## config.mk

```make
export PLATFORM = sky130hd
export DESIGN_NAME = bk_multiword_add_seq_flat
export DESIGN_NICKNAME = d
export VERILOG_FILES = /design/src/rtl/bk_multiword_add_seq_if.sv /design/src/rtl/bk_multiword_add_seq.sv /design/src/flat_wrapper.sv
export SDC_FILE = /design/constraint.sdc
export NUM_CORES = 1
export LEC_CHECK = 0
export CORE_UTILIZATION = 50
export CTS_BUF_LIST = sky130_fd_sc_hd__clkbuf_8 sky130_fd_sc_hd__clkbuf_16
export CTS_CLUSTER_DIAMETER = 120
export CTS_CLUSTER_SIZE = 40
export DETAILED_ROUTE_END_ITERATION = 6
export PLACE_DENSITY = 0.78
export SLEW_MARGIN = 10
export SYNTH_ARGS = -nofsm -noshare
export SYNTH_HDL_FRONTEND = slang
export SYNTH_SLANG_ARGS = --single-unit
```

## constraint.sdc

```tcl
create_clock -name clk -period 1.5 [get_ports clk]
set_input_delay 0.3 -clock clk [delete_from_list [all_inputs] [get_ports clk]]
set_output_delay 0.3 -clock clk [all_outputs]
set_load 0.005 [all_outputs]
```

## src/rtl/bk_multiword_add_seq_if.sv

```systemverilog
// rtl/bk_multiword_add_seq_if.sv - operand/result handshakes and adder port bundle for the wide-add sequencer
interface bk_multiword_add_seq_if #(
  parameter int W     = 16,
  parameter int WORDS = 4
);
  logic                 in_valid;
  logic                 in_ready;
  logic [W*WORDS-1:0]   in_a;
  logic [W*WORDS-1:0]   in_b;
  logic                 in_cin;
  logic [W-1:0]         add_a;
  logic [W-1:0]         add_b;
  logic                 add_cin;
  logic [W-1:0]         add_sum;
  logic                 add_cout;
  logic                 out_valid;
  logic                 out_ready;
  logic [W*WORDS-1:0]   out_sum;
  logic                 out_cout;
  logic                 out_ovf;

  // Sequencer side: takes operands and adder results, drives the adder and the result.
  modport slave (
    input  in_valid, in_a, in_b, in_cin, add_sum, add_cout, out_ready,
    output in_ready, add_a, add_b, add_cin, out_valid, out_sum, out_cout, out_ovf
  );

  // Environment side: supplies operands, models the adder, consumes the result.
  modport master (
    output in_valid, in_a, in_b, in_cin, add_sum, add_cout, out_ready,
    input  in_ready, add_a, add_b, add_cin, out_valid, out_sum, out_cout, out_ovf
  );
endinterface

```

## src/rtl/bk_multiword_add_seq.sv

```systemverilog
// rtl/bk_multiword_add_seq.sv - wide adder built by time-multiplexing one W-bit adder chunk per cycle
module bk_multiword_add_seq #(
  parameter int W     = 16,
  parameter int WORDS = 4
) (
  input  logic                    clk,
  input  logic                    rst,
  bk_multiword_add_seq_if.slave   bus
);
  localparam int N     = W * WORDS;
  localparam int IDX_W = $clog2(WORDS);

  typedef enum logic [1:0] {IDLE, RUN, DONE} state_t;

  state_t           state_q, state_d;
  logic [IDX_W-1:0] idx_q, idx_d;
  logic             carry_q, carry_d;
  // Operands shift right one chunk per RUN cycle so the live chunk is always the low W bits.
  logic [N-1:0]     a_q, a_d;
  logic [N-1:0]     b_q, b_d;
  // Operand sign bits kept aside because the shifting registers lose them.
  logic             a_msb_q, a_msb_d;
  logic             b_msb_q, b_msb_d;
  // Partial result fills from the top; after WORDS shifts it is the full sum.
  logic [N-1:0]     acc_q, acc_d;
  logic [N-1:0]     sum_q, sum_d;
  logic             cout_q, cout_d;
  logic             ovf_q, ovf_d;
  logic             last_chunk;

  assign last_chunk = (idx_q == IDX_W'(WORDS - 1));

  // Next-state, datapath updates and handshake/adder outputs.
  always_comb begin
    state_d      = state_q;
    idx_d        = idx_q;
    carry_d      = carry_q;
    a_d          = a_q;
    b_d          = b_q;
    a_msb_d      = a_msb_q;
    b_msb_d      = b_msb_q;
    acc_d        = acc_q;
    sum_d        = sum_q;
    cout_d       = cout_q;
    ovf_d        = ovf_q;
    bus.in_ready  = 1'b0;
    bus.out_valid = 1'b0;
    bus.add_a     = '0;
    bus.add_b     = '0;
    bus.add_cin   = 1'b0;

    case (state_q)
      IDLE: begin
        bus.in_ready = 1'b1;
        if (bus.in_valid) begin
          a_d     = bus.in_a;
          b_d     = bus.in_b;
          a_msb_d = bus.in_a[N-1];
          b_msb_d = bus.in_b[N-1];
          carry_d = bus.in_cin;
          idx_d   = '0;
          state_d = RUN;
        end
      end
      RUN: begin
        bus.add_a   = a_q[W-1:0];
        bus.add_b   = b_q[W-1:0];
        bus.add_cin = carry_q;
        a_d         = a_q >> W;
        b_d         = b_q >> W;
        acc_d       = {bus.add_sum, acc_q[N-1:W]};
        carry_d     = bus.add_cout;
        idx_d       = idx_q + 1'b1;
        if (last_chunk) begin
          sum_d   = acc_d;
          cout_d  = bus.add_cout;
          ovf_d   = (a_msb_q == b_msb_q) && (bus.add_sum[W-1] != a_msb_q);
          state_d = DONE;
        end
      end
      DONE: begin
        bus.out_valid = 1'b1;
        if (bus.out_ready) begin
          state_d = IDLE;
        end
      end
      default: state_d = IDLE;
    endcase
  end

  // State and datapath registers; reset discards any operation in flight.
  always_ff @(posedge clk) begin
    if (rst) begin
      state_q <= IDLE;
      idx_q   <= '0;
      carry_q <= 1'b0;
      a_q     <= '0;
      b_q     <= '0;
      a_msb_q <= 1'b0;
      b_msb_q <= 1'b0;
      acc_q   <= '0;
      sum_q   <= '0;
      cout_q  <= 1'b0;
      ovf_q   <= 1'b0;
    end else begin
      state_q <= state_d;
      idx_q   <= idx_d;
      carry_q <= carry_d;
      a_q     <= a_d;
      b_q     <= b_d;
      a_msb_q <= a_msb_d;
      b_msb_q <= b_msb_d;
      acc_q   <= acc_d;
      sum_q   <= sum_d;
      cout_q  <= cout_d;
      ovf_q   <= ovf_d;
    end
  end

  assign bus.out_sum  = sum_q;
  assign bus.out_cout = cout_q;
  assign bus.out_ovf  = ovf_q;
endmodule

```

## src/flat_wrapper.sv

```systemverilog
// flat-port wrapper written by rule: the top's interface ports become plain ports
module bk_multiword_add_seq_flat 
#(
  parameter int W     = 16,
  parameter int WORDS = 4
)
  (clk, rst, bus_in_valid, bus_in_a, bus_in_b, bus_in_cin, bus_add_sum, bus_add_cout, bus_out_ready, bus_in_ready, bus_add_a, bus_add_b, bus_add_cin, bus_out_valid, bus_out_sum, bus_out_cout, bus_out_ovf);
  bk_multiword_add_seq_if #(.W(W), .WORDS(WORDS)) bus_i ();
  input  logic clk;
  input  logic rst;
  input wire logic [$bits(bus_i.in_valid)-1:0] bus_in_valid;
  input wire logic [$bits(bus_i.in_a)-1:0] bus_in_a;
  input wire logic [$bits(bus_i.in_b)-1:0] bus_in_b;
  input wire logic [$bits(bus_i.in_cin)-1:0] bus_in_cin;
  input wire logic [$bits(bus_i.add_sum)-1:0] bus_add_sum;
  input wire logic [$bits(bus_i.add_cout)-1:0] bus_add_cout;
  input wire logic [$bits(bus_i.out_ready)-1:0] bus_out_ready;
  output wire logic [$bits(bus_i.in_ready)-1:0] bus_in_ready;
  output wire logic [$bits(bus_i.add_a)-1:0] bus_add_a;
  output wire logic [$bits(bus_i.add_b)-1:0] bus_add_b;
  output wire logic [$bits(bus_i.add_cin)-1:0] bus_add_cin;
  output wire logic [$bits(bus_i.out_valid)-1:0] bus_out_valid;
  output wire logic [$bits(bus_i.out_sum)-1:0] bus_out_sum;
  output wire logic [$bits(bus_i.out_cout)-1:0] bus_out_cout;
  output wire logic [$bits(bus_i.out_ovf)-1:0] bus_out_ovf;
  assign bus_i.in_valid = bus_in_valid;
  assign bus_i.in_a = bus_in_a;
  assign bus_i.in_b = bus_in_b;
  assign bus_i.in_cin = bus_in_cin;
  assign bus_i.add_sum = bus_add_sum;
  assign bus_i.add_cout = bus_add_cout;
  assign bus_i.out_ready = bus_out_ready;
  assign bus_in_ready = bus_i.in_ready;
  assign bus_add_a = bus_i.add_a;
  assign bus_add_b = bus_i.add_b;
  assign bus_add_cin = bus_i.add_cin;
  assign bus_out_valid = bus_i.out_valid;
  assign bus_out_sum = bus_i.out_sum;
  assign bus_out_cout = bus_i.out_cout;
  assign bus_out_ovf = bus_i.out_ovf;
  bk_multiword_add_seq #(.W(W), .WORDS(WORDS)) u_core (.clk(clk), .rst(rst), .bus(bus_i));
endmodule
```

Figure 1. Cells by drive strength (run 1).
Scale: 2 px per um.
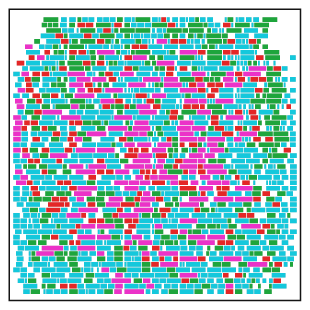
drive 2: drawn in green, cells 334. drive 1 or less: drawn in cyan, cells 733. drive 6 and up: drawn in magenta, cells 163. drive 3 to 4: drawn in red, cells 195.
Non-Clock Buffer Count: 403
Area Growth Syn to Fin: 70.12%
Setup WS post-layout: -0.5322 ns
design area: 17,360 um^2

Figure 2. Cell classes on the final placement (run 1).
Scale: 3 px per um.
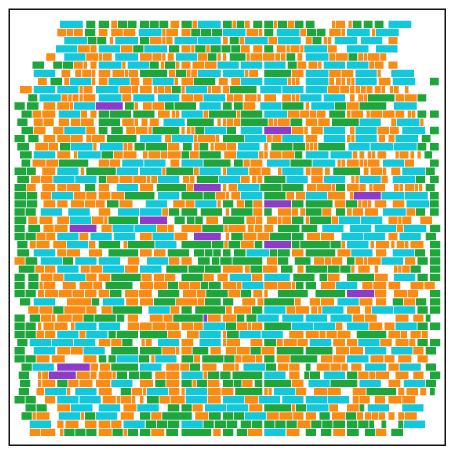
all other logic: drawn in orange, cells 760, share of their area 38%. clock drivers and dummy loads: drawn in purple, cells 13, share of their area 1.8%. other buffers and delay cells: drawn in green, cells 403, share of their area 30%. flops: drawn in cyan, cells 249, share of their area 30%.
total core area: 19,720 um^2
flop share of the area: 29.08%
Site Rows: 51

==> flow_summary_export.csv, run 1 <==
group,metric,value,unit
final_timing,slew_headroom,73.69,%
final_timing,tns,-80.96,ns
clocking,cts_max_path_buffers,3,
place,numPortBuffers,250,
clocking,cts_max_level,1,
final_timing,tightest_slew,0.3837,ns
detailed_routing,post_drt_wl_per_cell,28.61,um
synth,synth_stat.cells,1104,
final_timing,fmax,492.1,MHz
clocking,cts_resized,400,
synth,synthArstFlopShare,0,%
clocking,cts-root-buf,"clkbuf_16",
detailed_routing,drtPass1Iterations,7,
synth,synth.most_common_cell,"dfxtp_1",
outcome,violations,"negative setup slack",
worst_hold_path,hold_path.class,"input pin to flop",
setup_path,start_kind,"flop",
synth,edf_count,0,
power,leakagePower,7.055,nW
final_timing,final_hold_viol_count,0,
global_route,grt-ovfl-total,0,
setup_path,r2r-start,"u_core.state_q[0]",
place,dp.cells,1567,
synth,synth_seq_share,48.84,%
final_timing,finalWorstSetupSlack,-0.5322,ns
final_timing,setup-violations-final,290,
synth,ys_types,25,
global_route,grt_pass1_wl,47720,um
final_layout,final-comb-area,6480,um^2
floorplan,dieWidth,144.9,um
outcome,outcome,"finished, violations left",
Figure 3. Clock routing (run 1).
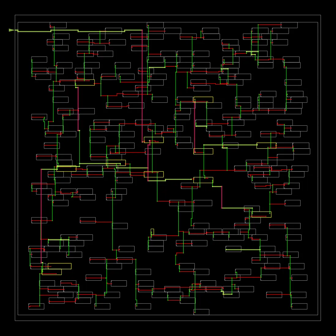
clk_lat worst skew: 0.53 ns
# clk buffers: 11
TritonCTS Sinks: 249

Figure 4. Met3 routing (run 1).
Scale: 2 px per um. Cells faint in the background.
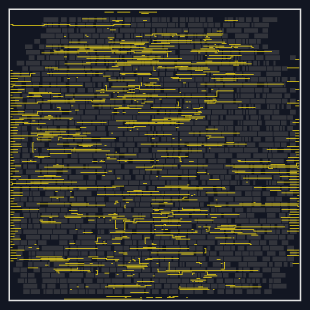
The layer holds 10% of the routed length. The wires run mostly horizontal. The layer carries 4,910 um of wire. The longest straight run is 67.2 um.
routed vias: 10,815
GRT met3 Usage: 4.936%

-- run 1: logic make-up after synthesis --
kind of cell | synth area share (%)
AND-OR/OR-AND | 19.96
adder cells (fa/ha/maj) | 0.1226
buffers and inverters | 5.235
flip-flops | 48.84
multiplexers | 9.611
AND/OR/NAND/NOR | 16.23
-- run 1: through the flow --
| step | total power, mW | instance area (um^2) | setup slack (ns) |
|---|---|---|---|
| 2_1_floorplan | 8.554 | 10210 | 0.1065 |
| 3_3_place_gp | 9.409 | 13130 | -0.2154 |
| 3_5_place_dp | 9.453 | 13130 | -0.2755 |
| 4_1_cts | 13.57 | 14830 | -0.4529 |
| 5_1_grt | 15.03 | 17360 | -0.5647 |
| 6_report | 14.78 | 17360 | -0.5322 |
-- run 1: final cells by class --
type / count / share of cell area (%)
Antenna cell: 5 / 0.07206
Clock buffer: 11 / 1.585
Clock inverter: 2 / 0.1946
Multi-Input combinational cell: 760 / 37.32
Sequential cell: 249 / 29.08
Tap cell: 265 / 1.910
Timing Repair Buffer: 403 / 29.83
-- run 1: critical path, cell delays in order, from the launching register on --
cell     delay (ns)
dfxtp_4        0.38
nor2b_4        0.17
buf_12         0.14
buf_8          0.13
buf_6          0.13
and2_1         0.15
buf_2          0.13
-- run 1: flip-flops by register name, indices dropped and copies added, names as in the netlist --
name	flops
u_core.a_q	64
u_core.b_q	64
u_core.bus.out_sum	64
u_core.acc_q	48
u_core.idx_q	2
u_core.state_q	2
u_core.a_msb_q	1
u_core.b_msb_q	1
u_core.bus.out_cout	1
u_core.bus.out_ovf	1
u_core.carry_q	1
-- run 1: layout by cell type (no fill, tap or decap), types with 3 or more instances in the layout --
master | synthesis | routed
a211oi_2 | 90 | 95
a21oi_1 | 119 | 42
a21oi_2 | 0 | 76
a22oi_1 | 30 | 7
a22oi_2 | 0 | 23
and2_1 | 33 | 9
and2_4 | 0 | 24
buf_12 | 0 | 38
buf_16 | 0 | 23
buf_2 | 40 | 7
buf_4 | 13 | 28
buf_6 | 9 | 50
buf_8 | 0 | 11
clkbuf_16 | 0 | 40
clkdlybuf4s50_1 | 0 | 148
dfxtp_1 | 249 | 199
dfxtp_2 | 0 | 49
diode_2 | 0 | 5
dlygate4sd2_1 | 0 | 66
mux2i_1 | 98 | 90
mux2i_2 | 0 | 7
nand2_1 | 233 | 121
nand2_2 | 0 | 43
nand2_4 | 0 | 69
nor2_1 | 131 | 43
nor2_2 | 0 | 29
nor2_4 | 0 | 59
o21ba_4 | 0 | 3
-- run 1: report_power, final --
group | leakage (nW) | internal, mW | switching (mW)
Sequential | 2.06 | 6.96 | 0.416
Combinational | 4.84 | 1.99 | 1.80
Clock | 0.152 | 1.37 | 2.23
Total | 7.05 | 10.3 | 4.45
-- run 1: layer usage --
layer / track usage [%] / part of all wire, %
met5: 0 / 0
met2: 48.94 / 46
met4: 13.13 / 7.7
met3: 4.936 / 10
met1: 37.96 / 36
-- run 1: worst paths after layout --
kind / depth (start not counted) / end
worst min-delay path: 2 / u_core.bus.out_sum[56]
worst max-delay path: 6 / bus_add_b[5]
worst min register to register: 2 / u_core.bus.out_sum[60]
worst max register to register: 10 / u_core.bus.out_sum[57]
Figure 5. Routed metal per tile (run 1).
Scale: 2 px per um. 29 x 29 tiles, from dark purple (low) to yellow (high), scaled to the fullest tile. Values are wire area over tile area, all layers added.
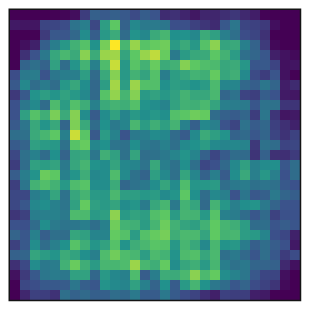

==> run 1 -> run 2 <==
- CORE_UTILIZATION: 50 -> 35
- PLACE_DENSITY: 0.78 -> 0.57
Figure 6. Routed metal per tile (run 2).
Scale: 2 px per um. 35 x 35 tiles, from dark purple (low) to yellow (high), scaled to the fullest tile. Values are wire area over tile area, all layers added.
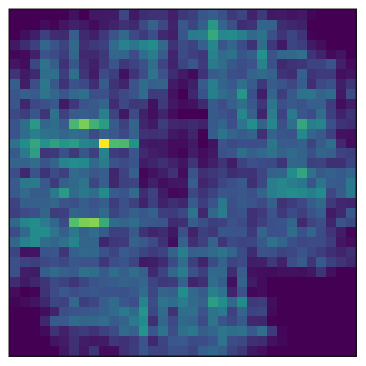
The emptiest ninth of the die: bottom right. The densest ninth of the die: left middle. The fullest tile reaches 0.80. 2.4% of the tiles are over half the peak. The mean over all tiles is 0.17. 11% of the tiles are nearly empty.
total global-route track usage: 20.31%
routed vias: 8,714
DR WL/cell: 18.43 um

==> run 2 against run 1 <==
Net effect: the flow still finishes with violations (negative setup slack); sequential cell count did not move; power down 6.2%; worst hold slack worse by 0.063 ns; via count shrank 19%; cell count grew 4.5%; utilization is 33 points lower; first-iteration DRC count fell by 51%; clock power hardly changed; synthesized cell count is the same; highest routed layer is now met5.
==> flow_summary_export.csv, run 2 <==
group,metric,value,unit
setup_path,crit_chain,"nor2b_4, buf_12, buf_12, buf_8, buf_6, and2_4, buf_6",
synth,synth_seq_share,48.84,%
final_timing,report.final.slew_viol_count,0,
place,hpwl,19530,um
synth,synth_stat.cells,1104,
setup_path,critical_path.max_stage_delay,0.37,ns
power,sw_frac_of_total,27.44,%
final_timing,setup-violations-final,266,
final_layout,final_area,15800,um^2
final_timing,finalWorstSetupSlack,-0.5010,ns
place,numPortBuffers,250,
setup_path,r2r-end,"u_core.acc_q[36]",
setup_path,cpLargestDelayFamily,"buffers and inverters",
floorplan,core-area,28700,um^2
outcome,violations,"negative setup slack",
place,dp.cells,1681,
setup_path,cp_slowest_cell,"dfxtp_4",
detailed_routing,drtPass1Iterations,4,
final_timing,fmax,499.7,MHz
power,power,13.86,mW
clocking,cts_max_level,1,
power,p_switching,3.803,mW
clocking,cts-root-buf,"clkbuf_16",
synth,synth.most_common_cell,"dfxtp_1",
final_layout,layout_top_cells,"216 x nand2_1, 193 x dfxtp_1, 148 x clkdlybuf4s50_1, 101 x a21oi_1, 96 x a211oi_2",
global_route,grt-ovfl-total,0,
final_layout,lay_top_count,"nand2_1",
floorplan,dieWidth,172.8,um
worst_hold_path,hold_path.class,"input pin to flop",
synth,ys_types,25,
setup_path,r2r_cells,8,
outcome,outcome,"finished, violations left",
synth,synthArstFlopShare,0,%
power,internal_power,10.05,mW
power,leakagePower,6.055,nW
power,p_clk_share,25.8,%
final_timing,slew_headroom,63.76,%
setup_path,r2r-start,"u_core.state_q[0]",
setup_path,start_kind,"flop",
synth,edf_count,0,
place,dpl_cell_area,13260,um^2
final_layout,area.growth.synth_to_final,54.76,%
final_timing,tightest_slew,0.5435,ns
clocking,clkSinkCount,249,
run 2: cell counts after synthesis:
No cell type changed its count.
run 2: power groups by stage:
stage / registers (mW) / clock network, mW / logic (mW)
after floorplan: 7.24 / 0 / 1.32
after global placement: 7.31 / 0 / 2.13
after detailed placement: 7.31 / 0 / 2.16
after CTS: 7.24 / 3.72 / 2.82
after global routing: 7.31 / 3.93 / 3.20
final: 7.28 / 3.58 / 3.00
run 2: how the worst max path moves through the flow:
stage / to / slack, ns / cells past startpoint / start
final: bus_add_a[9] / -0.50 / 7 / u_core.state_q[0]
after global routing: bus_add_cin / -0.56 / 7 / u_core.state_q[0]
after CTS: bus_add_cin / -0.53 / 7 / u_core.state_q[0]
after detailed placement: u_core.a_q[2] / -0.31 / 5 / bus_in_valid
after global placement: u_core.a_q[34] / -0.26 / 5 / bus_in_valid
after floorplan: bus_add_a[10] / 0.11 / 5 / u_core.state_q[0]
run 2: logic make-up (layout without fill, tap and decap cells):
logic type / count (synthesis) / in the layout / synth area share, %
other cells: 0 / 2 / 0
mux: 98 / 98 / 9.611
flops: 249 / 249 / 48.84
fa+ha+maj: 1 / 1 / 0.1226
compound gates: 250 / 250 / 19.96
buf+inv: 98 / 379 / 5.235
simple gates: 408 / 408 / 16.23
run 2: final cells by class:
class | count | area, um^2
Clock buffer | 12 | 289.0
Sequential cell | 249 | 5060
Multi-Input combinational cell | 757 | 5539
Antenna cell | 2 | 5.005
Timing Repair Buffer | 365 | 4394
Clock inverter | 2 | 27.53
Tap cell | 384 | 480.5
Fill cell | 2635 | 12910
run 2: routing by layer:
layer	track usage, %	vias to the layer above	wire length, um
met5	0	-	43
met1	26.45	4153	13930
li1	-	4321	-
met4	3.872	6	511
met3	4.420	33	1909
met2	34.63	201	16250
run 2: worst register-to-register path, cell delays in order, from the launching register on:
cell and delay, ns:
dfxtp_4 0.37, nor2b_4 0.15, buf_12 0.12, buf_12 0.10
buf_8 0.12, buf_6 0.10, buf_4 0.45, nand2_1 0.25
a21oi_1 0.16
run 2: timing repair:
item,in CTS,in global routing
pin swaps,15,26
resized,465,136
setup endpoints to repair,225,267
buffers inserted,25,23
cloned,18,15
run 2: stage by stage:
step | hold slack [ns] | setup WS, ns | TNS [ns] | utilization, %
after global routing | 0.09451 | -0.5634 | -79.80 | 55.02
after global placement | 0.4378 | -0.2552 | -30.17 | 46.19
after floorplan | 0.4321 | 0.1065 | 0 | -
after CTS | 0.09248 | -0.5258 | -41.15 | 51.96
final | 0.1070 | -0.5010 | -61.33 | 55.03
after detailed placement | 0.4442 | -0.3069 | -31.86 | 46.19
Figure 7. Clock routing (run 2).
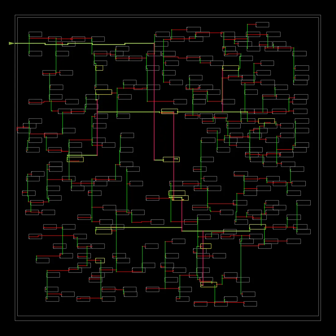

==> run 2 -> run 3 <==
- SETUP_SLACK_MARGIN: not set -> 0.1
Figure 8. Clock routing (run 3).
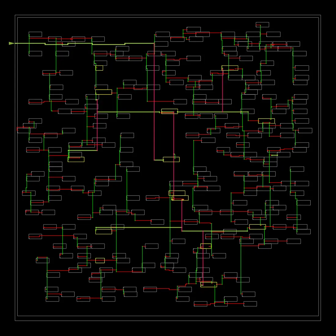
clk_lat worst skew: 0.50 ns
Clk power: 3.63 mW
TritonCTS Buffers: 10
Max Clock Skew: 0.01836 ns

==> run 3 against run 2 <==
Net effect: the run still ends with negative setup slack left; worst setup slack gained 0.088 ns; register-to-register slack gained 0.06 ns; sequential power grew 0.8%; via count grew 7.8%; clock skew grew 0.0033 ns; critical path depth shrank 1; global-route usage grew 0.55 points; critical endpoint is now bus_add_cin.
==> flow_summary_export.csv, run 3 <==
group,metric,value,unit
final_layout,fill_cells,2228,
final_layout,final_area,18120,um^2
synth,ys_types,25,
outcome,violations,"negative setup slack",
power,p_switching,4.219,mW
clocking,clkSinkCount,249,
final_timing,final_hold_viol_count,0,
setup_path,start_kind,"flop",
final_timing,setup-violations-final,280,
power,comb_power_share,25.0,%
final_timing,tightest_slew,0.4411,ns
final_layout,lay_top_count,"dfxtp_1",
power,internal_power,10.41,mW
synth,syn_area_per_cell,9.245,um^2
worst_hold_path,hold_path.class,"input pin to flop",
worst_hold_path,min_from,"rst",
final_layout,area.growth.synth_to_final,77.50,%
detailed_routing,drtPass1Iterations,6,
place,numPortBuffers,250,
place,hpwl,19530,um
power,p_seq_share,50.2,%
power,p_clk_share,24.8,%
final_timing,report.final.slew_viol_count,0,
power,leakagePower,7.250,nW
synth,synth_seq_share,48.84,%
floorplan,core-area,28700,um^2
final_timing,fmax,522.6,MHz
power,sw_frac_of_total,28.84,%
power,power,14.63,mW
place,dp.cells,1681,
global_route,grt-ovfl-total,0,
synth,edf_count,0,
floorplan,dieWidth,172.8,um
final_layout,final_core_utilization,63.12,%
outcome,outcome,"finished, violations left",
clocking,cts_max_path_buffers,3,
place,dpl_cell_area,13260,um^2
clocking,cts-root-buf,"clkbuf_16",
final_timing,slew_headroom,70.59,%
place,pre_cts_ws,-0.3069,ns
clocking,cts_max_level,1,
setup_path,crit_start,"u_core.state_q[0]",
synth,synthArstFlopShare,0,%
detailed_routing,post_drt_wl_per_cell,21.07,um
final_timing,finalWorstSetupSlack,-0.4135,ns
synth,synth_stat.cells,1104,
final_timing,hold_slack,0.1064,ns
[run 3: kinds of logic after synthesis]
kind of cell,count (synthesis),synth area share [%]
and+or+nand+nor,408,16.23
adders and majority gates,1,0.1226
buffers and inverters,98,5.235
AOI/OAI and AO/OA,250,19.96
muxes,98,9.611
DFF,249,48.84
[run 3: repair_timing]
action / CTS / global route
pin swaps: 18 / 177
cloned: 23 / 42
setup endpoints to repair: 287 / 322
setup buffers: 26 / 41
resized: 555 / 526
[run 3: final timing paths]
path                           end  slack (ns)  cells after the start
min                 u_core.a_q[52]        0.11                      2
max                    bus_add_cin       -0.41                      6
max reg2reg         u_core.a_q[12]       -0.32                     10
min reg2reg  u_core.bus.out_sum[6]        0.45                      2
[run 3: critical path, cell delays in order, from the launching register on]
cell	delay, ns
dfxtp_4	0.37
nor2b_4	0.19
buf_12	0.12
buf_8	0.12
buf_6	0.10
and2_4	0.13
buf_6	0.10
[run 3: per-layer routing]
metal,global-route usage [%],share of wire (%)
met1,26.94,41
met2,35.72,50
met3,4.507,5.1
met4,4.277,3.3
met5,0,0.11
[run 3: power by group through the flow]
stage | sequential (mW) | combinational (mW) | clock, mW
detailed placement | 7.31 | 2.16 | 0
CTS | 7.24 | 2.95 | 3.72
global placement | 7.31 | 2.13 | 0
finish | 7.34 | 3.66 | 3.63
global route | 7.37 | 3.85 | 3.93
floorplan | 7.24 | 1.32 | 0
[run 3: layout make-up]
class	instances	area (um^2)	share of cell area, %
diodes	2	5.005	0.02763
flip-flops and latches	249	5065	27.96
clock buffers	12	289.0	1.595
clock inverters	2	27.53	0.1519
repair buffers	411	5313	29.33
well taps	384	480.5	2.652
multi-input cells	758	6937	38.29
Power and IR drop assume default switching activity.
